$ cat config.mk
export PLATFORM = sky130hd
export DESIGN_NAME = alu_result_buffer
export DESIGN_NICKNAME = d
export VERILOG_FILES = /design/src/rtl/alu_result_buffer.sv
export SDC_FILE = /design/constraint.sdc
export NUM_CORES = 1
export LEC_CHECK = 0
export ABC_AREA = 1
export ABC_CLOCK_PERIOD_IN_PS = 4610
export CORE_ASPECT_RATIO = 1.1
export CORE_MARGIN = 4
export CORE_UTILIZATION = 50
export DETAILED_ROUTE_END_ITERATION = 10
export PLACE_DENSITY = 0.73
export SLEW_MARGIN = 20
export SYNTH_ARGS = -nofsm -noshare
export SYNTH_HDL_FRONTEND = slang
export SYNTH_SLANG_ARGS = --single-unit
$ cat constraint.sdc
create_clock -name clk -period 4.61 [get_ports clk]
set_clock_uncertainty 0.1 [all_clocks]
set_input_delay 1.383 -clock clk [delete_from_list [all_inputs] [get_ports clk]]
set_output_delay 1.383 -clock clk [all_outputs]
set_load 0.01 [all_outputs]
$ cat src/rtl/alu_result_buffer.sv
// alu_result_buffer: DEPTH-entry FIFO of ALU results {addr,data} draining into
// the operand cache write port. Head is shown first-word-fall-through, and a
// full buffer still accepts a result in any cycle where the head drains.
// Optional forwarding lookup is compiled only with ALU_RESULT_BUF_FWD_LOOKUP_EN;
// without it, lookup_hit_o/lookup_data_o are constant 0.
// DEPTH must be a power of two and at least 2, so the pointers wrap for free.

`ifndef WORD_WIDTH
`define WORD_WIDTH 32
`endif

module alu_result_buffer #(
  parameter int unsigned DATA_WIDTH = `WORD_WIDTH,
  parameter int unsigned ADDR_WIDTH = 8,
  parameter int unsigned DEPTH      = 4
) (
  input  logic                          clk,
  input  logic                          reset_n,
  // result offer from the ALU
  input  logic                          in_valid_i,
  input  logic [ADDR_WIDTH-1:0]         in_addr_i,
  input  logic [DATA_WIDTH-1:0]         in_data_i,
  output logic                          store_success_o,
  // drain toward the operand cache write port
  output logic                          wr_valid_o,
  output logic [ADDR_WIDTH-1:0]         wr_addr_o,
  output logic [DATA_WIDTH-1:0]         wr_data_o,
  input  logic                          wr_ready_i,
  // occupancy
  output logic [$clog2(DEPTH):0]        count_o,
  // forwarding lookup
  input  logic [ADDR_WIDTH-1:0]         lookup_addr_i,
  output logic                          lookup_hit_o,
  output logic [DATA_WIDTH-1:0]         lookup_data_o
);

  localparam int unsigned PTR_W = $clog2(DEPTH);
  localparam int unsigned CNT_W = PTR_W + 1;

  logic [PTR_W-1:0]      wr_ptr_q, wr_ptr_d;
  logic [PTR_W-1:0]      rd_ptr_q, rd_ptr_d;
  logic [CNT_W-1:0]      count_q,  count_d;
  logic [ADDR_WIDTH-1:0] addr_mem_q [DEPTH];
  logic [ADDR_WIDTH-1:0] addr_mem_d [DEPTH];
  logic [DATA_WIDTH-1:0] data_mem_q [DEPTH];
  logic [DATA_WIDTH-1:0] data_mem_d [DEPTH];

  logic empty_c;
  logic full_c;
  logic push_c;
  logic pop_c;

  // Handshake: a full buffer can still take a result when the head leaves now.
  always_comb begin
    empty_c         = (count_q == '0);
    full_c          = (count_q == CNT_W'(DEPTH));
    wr_valid_o      = !empty_c;
    store_success_o = in_valid_i & (!full_c | wr_ready_i);
    push_c          = store_success_o;
    pop_c           = wr_valid_o & wr_ready_i;
  end

  // Head entry presented first-word-fall-through; zero while empty.
  always_comb begin
    wr_addr_o = '0;
    wr_data_o = '0;
    if (!empty_c) begin
      wr_addr_o = addr_mem_q[rd_ptr_q];
      wr_data_o = data_mem_q[rd_ptr_q];
    end
  end

  assign count_o = count_q;

  // Next-state for pointers and occupancy.
  always_comb begin
    wr_ptr_d = wr_ptr_q;
    rd_ptr_d = rd_ptr_q;
    count_d  = count_q;
    if (push_c) begin
      wr_ptr_d = wr_ptr_q + PTR_W'(1);
    end
    if (pop_c) begin
      rd_ptr_d = rd_ptr_q + PTR_W'(1);
    end
    case ({push_c, pop_c})
      2'b10:   count_d = count_q + CNT_W'(1);
      2'b01:   count_d = count_q - CNT_W'(1);
      default: count_d = count_q;
    endcase
  end

  // Storage write: the accepted result lands at the tail slot.
  always_comb begin
    addr_mem_d = addr_mem_q;
    data_mem_d = data_mem_q;
    if (push_c) begin
      addr_mem_d[wr_ptr_q] = in_addr_i;
      data_mem_d[wr_ptr_q] = in_data_i;
    end
  end

  // Control state; reset discards every entry by clearing pointers and count.
  always_ff @(posedge clk or negedge reset_n) begin
    if (!reset_n) begin
      wr_ptr_q <= '0;
      rd_ptr_q <= '0;
      count_q  <= '0;
    end else begin
      wr_ptr_q <= wr_ptr_d;
      rd_ptr_q <= rd_ptr_d;
      count_q  <= count_d;
    end
  end

  // Entry storage needs no reset; validity comes from the count.
  always_ff @(posedge clk) begin
    addr_mem_q <= addr_mem_d;
    data_mem_q <= data_mem_d;
  end

`ifdef ALU_RESULT_BUF_FWD_LOOKUP_EN
  logic [PTR_W-1:0] lk_idx_c;

  // Youngest valid match wins: scan oldest to youngest and keep the last hit.
  // The head still counts while it pops; a same-cycle push is not yet stored.
  always_comb begin
    lookup_hit_o  = 1'b0;
    lookup_data_o = '0;
    lk_idx_c      = '0;
    for (int unsigned i = 0; i < DEPTH; i++) begin
      lk_idx_c = rd_ptr_q + PTR_W'(i);
      if ((CNT_W'(i) < count_q) && (addr_mem_q[lk_idx_c] == lookup_addr_i)) begin
        lookup_hit_o  = 1'b1;
        lookup_data_o = data_mem_q[lk_idx_c];
      end
    end
  end
`else
  logic unused_lookup_addr;

  // Forwarding not built: constant outputs, lookup address ignored.
  assign unused_lookup_addr = ^lookup_addr_i;
  assign lookup_hit_o       = 1'b0;
  assign lookup_data_o      = '0;
`endif

endmodule

Run 1, routing congestion map:
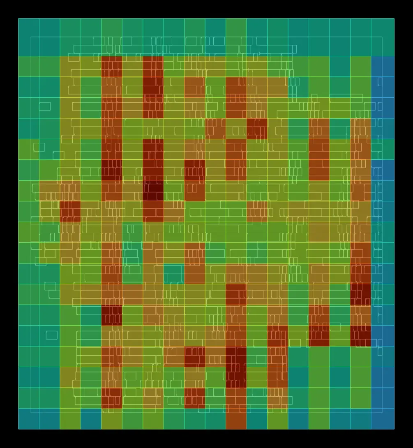
global routing's busiest layer: met2
GR Util All Layers: 18.2%

Run 1, close-up of the layout:
Bar = 10 um. Region (43, 21) to (83, 61) um. Cells in grey, sequential cells in the stronger grey; small squares are vias.
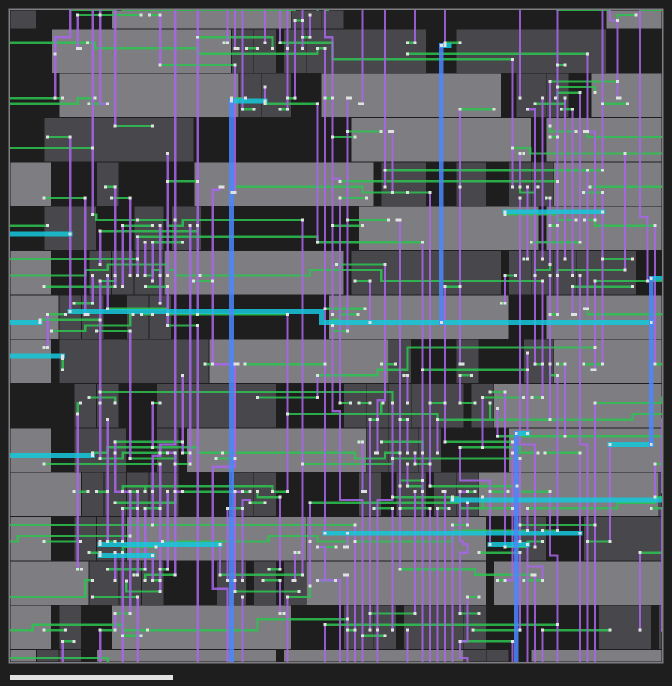
[green] met1
[cyan] met3
[purple] met2
[blue] met4
sequential cells in the window: 23
netlist names of flops here include: `data_mem_q` (23)
most frequent: inv_1 (23), edfxtp_1 (23), nand2_1 (21)
cells with their middle in the window: 96

Run 1, metal 1:
Bar = 50 um. Supply wires on this layer in grey.
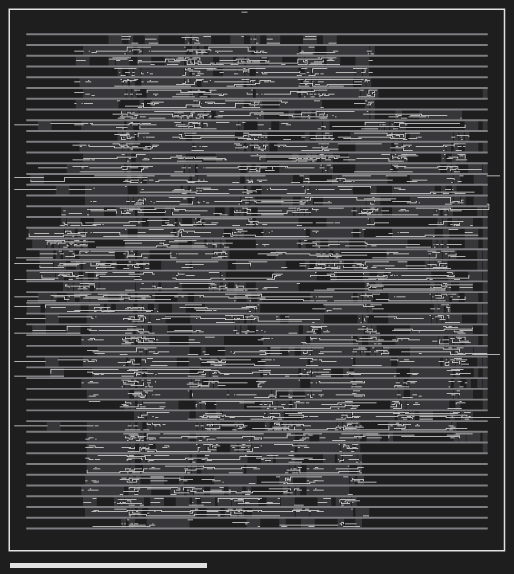
nets with wire on the layer: 772
share of all routed wire: 40%
routed wire length: 15.6 mm
met1 track demand over resource in global routing: 20.2%
number of vias after detailed routing: 4999

Run 1, M2 wires:
Bar = 50 um.
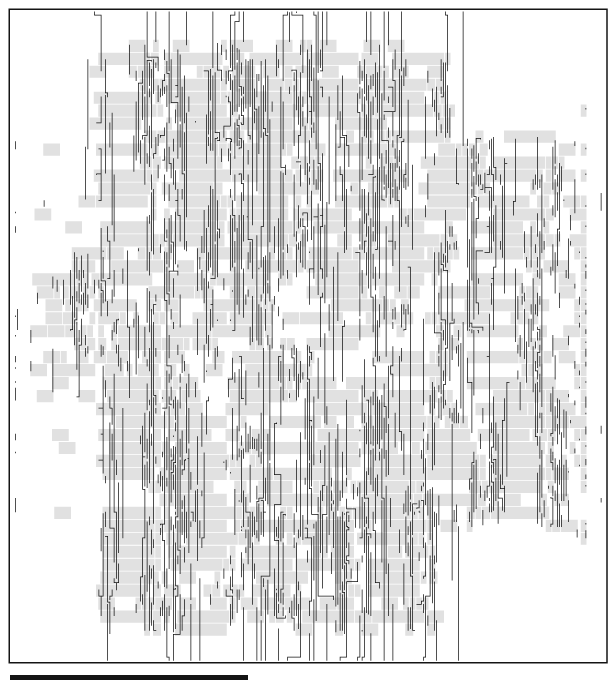
nets with wire on the layer: 696
wire length on this layer: 8120 um
share of all routed wire: 52%
main direction: vertical
met2 demand-to-capacity share in global routing: 33.4%

## run 1: per-layer routing
layer	part of all wire, %	global-route usage [%]	wire length, um	vias up
met3	6.5	5.23	1010	26
li1	-	-	-	2393
met5	0.083	0	13	-
met2	52	33.4	8120	180
met4	1.5	7.05	240	2
met1	40	20.2	6220	2398
## run 1: worst max-delay path by stage
stage | from | endpoint
final | wr_ready_i | store_success_o
after CTS | wr_ready_i | store_success_o
after global routing | count_o[0]$_DFFE_PN0P_ | wr_addr_o[7]
after detailed placement | wr_ready_i | store_success_o
after global placement | wr_ready_i | store_success_o
after floorplan | wr_ready_i | addr_mem_q[0]$_DFFE_PP_
## run 1: state kept, by name, summed over array words and instances, names as in the netlist
register / cells
addr_mem_q: 32
data_mem_q: 128
wr_ptr_q: 2
rd_ptr_q: 2
count_o: 3
## run 1: synthesized netlist by cell type, drive strengths merged
cell,n
nor2,6
nand2,177
buf,63
nand4,1
ha,5
edfxtp,160
inv,177
dfrtp,7
nand3,83
fa,1
xnor2,2
a21oi,40
conb,1
o21ai,2
## run 1: stage by stage
step | utilization, % | hold WS (ps) | cells | worst slack [ps]
floorplan | - | 392 | 757 | 762
global placement | 57.9 | 385 | 984 | 464
detailed placement | 57.9 | 387 | 984 | 485
CTS | 61.8 | 404 | 1016 | 474
global route | 61.8 | 436 | 1016 | 390
finish | 61.8 | 396 | 1016 | 480
## run 1: power breakdown
group	switching [W]	total, W	internal [W]
logic	0.00138	0.00235	0.000967
registers	0.0000761	0.00204	0.00197
clock network	0.000561	0.00136	0.000799
## run 1: area by class of cell
cell class	instances	area [um^2]	area share, %
clock buffers	17	425	4.71
clock inverters	15	150	1.66
inverters	177	664	7.35
multi-input cells	350	1580	17.5
flip-flops and latches	167	4980	55.2
well taps	192	240	2.66
repair buffers	98	993	11.0
==> flow_summary.html, run 1 <==
<h2>Implementation results</h2>
<table>
<tr><th>Metric</th><th>Value</th></tr>
<tr><th colspan="2">Critical path</th></tr>
<tr><td>Cell Chain, Critical Path</td><td>clkdlybuf4s50_1 -&gt; nor2_1 -&gt; nand2_1 -&gt; nand2_2 -&gt; inv_1 -&gt; clkdlybuf4s50_1</td></tr>
<tr><td>Highest fanout seen on the critical path</td><td>3</td></tr>
<tr><td>Cell family with most CP delay</td><td>buffers and inverters</td></tr>
<tr><td>Buffers plus inverters on the worst setup path</td><td>3</td></tr>
<tr><td>Reg2Reg Setup Slack</td><td>2490 ps</td></tr>
<tr><td>Element type at the critical path end</td><td>output port</td></tr>
<tr><td>Critical path start-end classification</td><td>input pin to output port</td></tr>
<tr><td>Stage delay of the slowest cell on the critical path</td><td>520 ps</td></tr>
<tr><th colspan="2">Synth</th></tr>
<tr><td>Chip area line of the yosys report</td><td>7530 um^2</td></tr>
<tr><td>Yosys Instances</td><td>725</td></tr>
<tr><td>Mux cell area share</td><td>0%</td></tr>
<tr><td>Cell type with the largest total area</td><td>sky130_fd_sc_hd__edfxtp_1</td></tr>
<tr><td>Complex-gate fraction of the synthesized area</td><td>2.79%</td></tr>
<tr><td>Cell variety after synth</td><td>18</td></tr>
<tr><th colspan="2">Floorplanning</th></tr>
<tr><td># rows</td><td>between 40 and 50</td></tr>
<tr><td>Number of placed I/O pins</td><td>130</td></tr>
<tr><td>Vertical die dimension</td><td>137 um</td></tr>
<tr><td>Core outline area</td><td>around 15000 um^2</td></tr>
<tr><th colspan="2">Clocking</th></tr>
<tr><td>Number of hold buffers added after CTS</td><td>0</td></tr>
<tr><td>Total of cells resized after clock tree synthesis</td><td>0</td></tr>
<tr><td>TritonCTS Buffers</td><td>17</td></tr>
<tr><td>Post-CTS repair timing setup buffer count</td><td>0</td></tr>
<tr><th colspan="2">Layout</th></tr>
<tr><td>Ratio of cells with drive above 1 in the final layout</td><td>6.31%</td></tr>
<tr><td>Total non-filler cell area in the finished layout</td><td>9030 um^2</td></tr>
<tr><td>Fin nets</td><td>869</td></tr>
<tr><td>Syn-to-layout area delta</td><td>20.0%</td></tr>
<tr><td>Most frequently placed logic cell in the final layout</td><td>sky130_fd_sc_hd__nand2_1</td></tr>
<tr><td>Top cells excl fill/tap</td><td>175 x sky130_fd_sc_hd__nand2_1, 174 x sky130_fd_sc_hd__inv_1, 160 x sky130_fd_sc_hd__edfxtp_1</td></tr>
<tr><td>FILL cells</td><td>between 1000 and 1500</td></tr>
<tr><th colspan="2">Placement</th></tr>
<tr><td>Detailed-placement wirelength estimate</td><td>just over 9 mm</td></tr>
<tr><th colspan="2">Drt</th></tr>
<tr><td>Drt initial violations</td><td>approximately 330</td></tr>
<tr><td>Antenna-violating nets left</td><td>0</td></tr>
<tr><th colspan="2">Min path</th></tr>
<tr><td>Worst min-delay path class</td><td>register to register</td></tr>
<tr><td>Number of cells on the worst hold path</td><td>2</td></tr>
<tr><td>Launch instance of the worst min-delay path</td><td>count_o[2]$_DFFE_PN0P_</td></tr>
<tr><th colspan="2">Global route</th></tr>
<tr><td>Global-route congestion overflow total</td><td>0</td></tr>
<tr><td>Vias in the first global route</td><td>5023</td></tr>
<tr><th colspan="2">Status</th></tr>
<tr><td>Result of the run</td><td>complete, no violations</td></tr>
<tr><th colspan="2">Final timing</th></tr>
<tr><td>Unrepaired setup endpoints after global routing</td><td>false</td></tr>
<tr><th colspan="2">Pwr</th></tr>
<tr><td>Worst IR drop on VDD</td><td>between 0.4 and 0.5 mV</td></tr>
</table>
==> run 2: changes to the inputs <==
--- a/config.mk
+++ b/config.mk
@@ -11,6 +11,7 @@
 export CORE_MARGIN = 4
 export CORE_UTILIZATION = 50
 export DETAILED_ROUTE_END_ITERATION = 10
+export GPL_TIMING_DRIVEN = 1
 export PLACE_DENSITY = 0.73
 export SLEW_MARGIN = 20
 export SYNTH_ARGS = -nofsm -noshare
Run 2, drive-strength map:
Bar = 50 um.
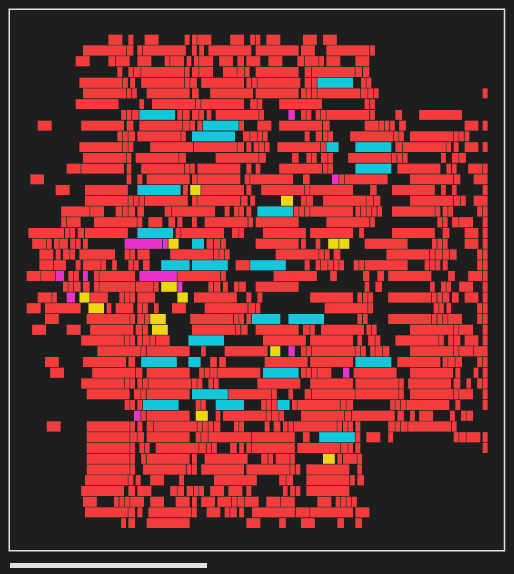
[magenta] drive 2 | cells: 12
[cyan] drive 6 and up | cells: 26
[red] drive 1 or less | cells: 772
[yellow] drive 3 to 4 | cells: 14
final worst-path setup slack: 480 ps
total non-filler cell area in the finished layout: 9030 um^2
Syn-to-layout area delta: 20.0%
non-clock buffer count: 98

Run 2, M2 wires:
Bar = 50 um.
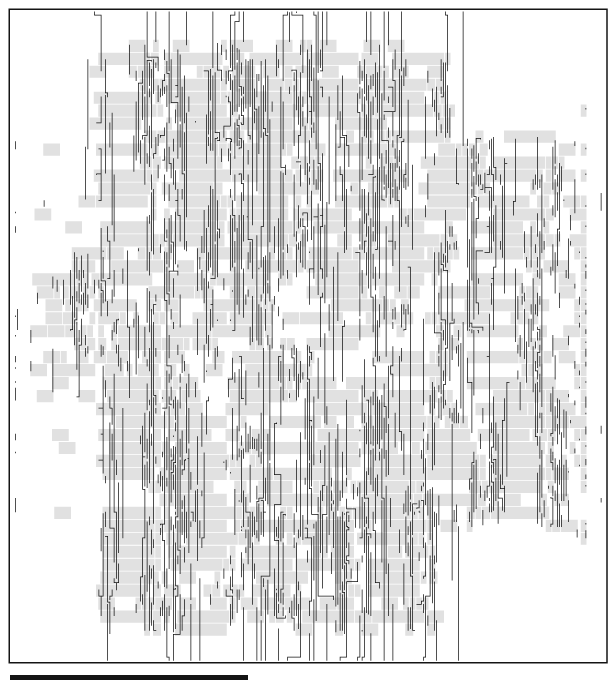
longest straight run: 48.6 um
share of all routed wire: 52%
main direction: vertical
wire length on this layer: 8120 um

==> flow_summary.html, run 2 <==
<h2>Implementation results</h2>
<table>
<tr><th>Metric</th><th>Value</th></tr>
<tr><th colspan="2">Synth</th></tr>
<tr><td>Cell variety after synth</td><td>18 (unchanged)</td></tr>
<tr><td>Most used flip-flop cell after synthesis</td><td>sky130_fd_sc_hd__edfxtp_1</td></tr>
<tr><td>Yosys Instances</td><td>725 (unchanged)</td></tr>
<tr><td>Area share of the leading cell type in the synthesized netlist</td><td>63.8%</td></tr>
<tr><td>Number of warning messages in the yosys log</td><td>0</td></tr>
<tr><td>Fraction of registers with async set or reset after synthesis</td><td>4.19% (unchanged)</td></tr>
<tr><td>Register bit total from synthesis</td><td>roughly 170</td></tr>
<tr><td>Top cells by count, synth</td><td>175 x sky130_fd_sc_hd__nand2_1, 174 x sky130_fd_sc_hd__inv_1, 160 x sky130_fd_sc_hd__edfxtp_1, 83 x sky130_fd_sc_hd__nand3_1, 45 x sky130_fd_sc_hd__buf_4</td></tr>
<tr><td>Number of enable flip-flop cells</td><td>160 (unchanged)</td></tr>
<tr><td>Chip area line of the yosys report</td><td>7530 um^2 (unchanged)</td></tr>
<tr><td>Cell type with the largest total area</td><td>sky130_fd_sc_hd__edfxtp_1</td></tr>
<tr><td>Most repeated cell in the gate-level netlist after synthesis</td><td>sky130_fd_sc_hd__nand2_1</td></tr>
<tr><td>Syn Inst Count</td><td>approximately 730</td></tr>
<tr><th colspan="2">Clocking</th></tr>
<tr><td>Root buffer selected by CTS</td><td>sky130_fd_sc_hd__clkbuf_16</td></tr>
<tr><td>TritonCTS Buffers</td><td>17 (unchanged)</td></tr>
<tr><td>Number of hold buffers added after CTS</td><td>0 (unchanged)</td></tr>
<tr><td>Post-CTS repair timing setup buffer count</td><td>0 (unchanged)</td></tr>
<tr><td>Clock-pin slew of the registers on the worst-case setup and hold paths</td><td>60 ps</td></tr>
<tr><td>Total of cells resized after clock tree synthesis</td><td>0 (unchanged)</td></tr>
<tr><td>CTS tree</td><td>yes</td></tr>
<tr><td>Insertion Delay late pin</td><td>420 ps</td></tr>
<tr><td>Maximum level of the CTS H-tree</td><td>4</td></tr>
<tr><th colspan="2">Final timing</th></tr>
<tr><td>Pins over their slew limit</td><td>0</td></tr>
<tr><td>Worst slew slack as a fraction of its limit</td><td>37.3%</td></tr>
<tr><td>Hold slack final</td><td>396 ps (unchanged)</td></tr>
<tr><td>Crit path time final</td><td>4130 ps</td></tr>
<tr><td>Final number of hold-violating endpoints</td><td>0</td></tr>
<tr><td>Post-layout period usage of the worst path</td><td>89.6%</td></tr>
<tr><td>Unrepaired setup endpoints after global routing</td><td>false</td></tr>
<tr><td>Maximum operating frequency</td><td>roughly 240 MHz</td></tr>
<tr><td>Post-route setup TNS</td><td>0 ps</td></tr>
<tr><td>Pin slew with the least headroom to its limit</td><td>940 ps</td></tr>
<tr><th colspan="2">Critical path</th></tr>
<tr><td>Element type at the critical path end</td><td>output port</td></tr>
<tr><td>Capturing instance or port of the critical path</td><td>store_success_o</td></tr>
<tr><td>Required time of the worst setup path</td><td>3130 ps</td></tr>
<tr><td>Reg2Reg Setup Slack</td><td>2490 ps (about the same)</td></tr>
<tr><td>Start point of the critical path</td><td>wr_ready_i</td></tr>
<tr><td>Highest fanout seen on the critical path</td><td>3 (unchanged)</td></tr>
<tr><td>Critical path start-end classification</td><td>input pin to output port</td></tr>
<tr><td>Cell count of the worst reg-to-reg path</td><td>11</td></tr>
<tr><td>Worst reg2reg endpoint</td><td>count_o[2]$_DFFE_PN0P_</td></tr>
<tr><td>Type of origin of the critical path</td><td>input pin</td></tr>
<tr><th colspan="2">Global route</th></tr>
<tr><td>GR Util All Layers</td><td>18.2% (unchanged)</td></tr>
<tr><td>Vias in the first global route</td><td>5023 (unchanged)</td></tr>
<tr><td>Global-route congestion overflow total</td><td>0 (unchanged)</td></tr>
<tr><td>Number of antenna violations at the first check in global routing</td><td>1</td></tr>
<tr><th colspan="2">Drt</th></tr>
<tr><td>Number of detailed-route iterations in the first pass</td><td>5</td></tr>
<tr><td>Drt initial violations</td><td>326 (unchanged)</td></tr>
<tr><td>Antenna-violating nets left</td><td>0 (unchanged)</td></tr>
<tr><td>Detailed-route wire length per cell</td><td>15.4 um</td></tr>
<tr><td>Routed wire length</td><td>15.6 mm (unchanged)</td></tr>
<tr><td>Number of vias after detailed routing</td><td>4999 (unchanged)</td></tr>
<tr><td>Via/cell ratio</td><td>4.92</td></tr>
<tr><th colspan="2">Layout</th></tr>
<tr><td>Ratio of cells with drive above 1 in the final layout</td><td>6.31% (unchanged)</td></tr>
<tr><td>Final cell count without fillers</td><td>1016 (unchanged)</td></tr>
<tr><td>Most frequently placed logic cell in the final layout</td><td>sky130_fd_sc_hd__nand2_1</td></tr>
<tr><td>Register name with the most flops</td><td>data_mem_q</td></tr>
<tr><td>Final core area utilization</td><td>61.8% (unchanged)</td></tr>
<tr><td>Top cells excl fill/tap</td><td>175 x sky130_fd_sc_hd__nand2_1, 174 x sky130_fd_sc_hd__inv_1, 160 x sky130_fd_sc_hd__edfxtp_1</td></tr>
<tr><td>Fin nets</td><td>869 (unchanged)</td></tr>
<tr><td>Largest register FFs</td><td>128 (unchanged)</td></tr>
<tr><th colspan="2">Min path</th></tr>
<tr><td>Launch instance of the worst min-delay path</td><td>count_o[2]$_DFFE_PN0P_</td></tr>
<tr><td>Hold path endpoint</td><td>count_o[2]$_DFFE_PN0P_</td></tr>
<tr><td>Number of cells on the worst hold path</td><td>2 (unchanged)</td></tr>
<tr><td>Worst min-delay path class</td><td>register to register</td></tr>
<tr><th colspan="2">Placement</th></tr>
<tr><td>Buffers on Ports</td><td>88</td></tr>
<tr><td>Cell area after placement</td><td>8460 um^2</td></tr>
<tr><td>Detailed-placement wirelength estimate</td><td>9.23 mm (unchanged)</td></tr>
<tr><td>Inst Count DP</td><td>984 (unchanged)</td></tr>
<tr><td>Placement-stage worst setup slack</td><td>485 ps (unchanged)</td></tr>
<tr><th colspan="2">Status</th></tr>
<tr><td>Result of the run</td><td>complete, no violations</td></tr>
<tr><th colspan="2">Floorplanning</th></tr>
<tr><td>Number of placed I/O pins</td><td>130 (unchanged)</td></tr>
<tr><td>Core outline area</td><td>14600 um^2 (unchanged)</td></tr>
<tr><td>Vertical die dimension</td><td>137 um (unchanged)</td></tr>
<tr><td>Floorplan-stage core utilization</td><td>51.5%</td></tr>
<tr><td># rows</td><td>46 (unchanged)</td></tr>
<tr><th colspan="2">Run</th></tr>
<tr><td>Max Cap Viol</td><td>0</td></tr>
<tr><th colspan="2">Pwr</th></tr>
<tr><td>Worst IR drop on VDD</td><td>0.464 mV (unchanged)</td></tr>
<tr><td>Design Power</td><td>0.00575 W</td></tr>
</table>
-- run 2: report_power, final --
part / total [W] / internal (W) / switching, W / leakage (nW)
combinational: 0.00235 / 0.000967 / 0.00138 / 2.13
clock: 0.00136 / 0.000799 / 0.000561 / 0.289
sequential: 0.00204 / 0.00197 / 0.0000761 / 1.55
-- run 2: worst max-delay path, cell delays in order --
cell                              delay (ps)
sky130_fd_sc_hd__clkdlybuf4s50_1         480
sky130_fd_sc_hd__nor2_1                   50
sky130_fd_sc_hd__nand2_1                 100
sky130_fd_sc_hd__nand2_2                  60
sky130_fd_sc_hd__inv_1                    50
sky130_fd_sc_hd__clkdlybuf4s50_1         520
-- run 2: routing by layer --
metal / routed length [um] / GRT usage, % / vias up / part of all wire (%)
met3: 1010 / 5.23 / 26 / 6.5
met2: 8120 / 33.4 / 180 / 52
met1: 6220 / 20.2 / 2398 / 40
met4: 240 / 7.05 / 2 / 1.5
met5: 13 / 0 / - / 0.083
li1: - / - / 2393 / -
-- run 2: cell families after synthesis --
| logic type | share of synthesized area [%] |
|---|---|
| xor+xnor | 0.233 |
| compound gates | 2.79 |
| fa+ha+maj | 1.10 |
| simple gates | 14.8 |
| buf+inv | 14.9 |
| flops | 66.1 |
| other cells | 0.0498 |
-- run 2: area by class of cell --
| cell class | instances | area, um^2 |
|---|---|---|
| Sequential cell | 167 | 4980 |
| Clock buffer | 17 | 425 |
| Fill cell | 1100 | 5590 |
| Tap cell | 192 | 240 |
| Timing Repair Buffer | 98 | 993 |
| Multi-Input combinational cell | 350 | 1580 |
| Clock inverter | 15 | 150 |
| Inverter | 177 | 664 |
Power figures rest on the tool's default switching activity, not on a simulated workload.
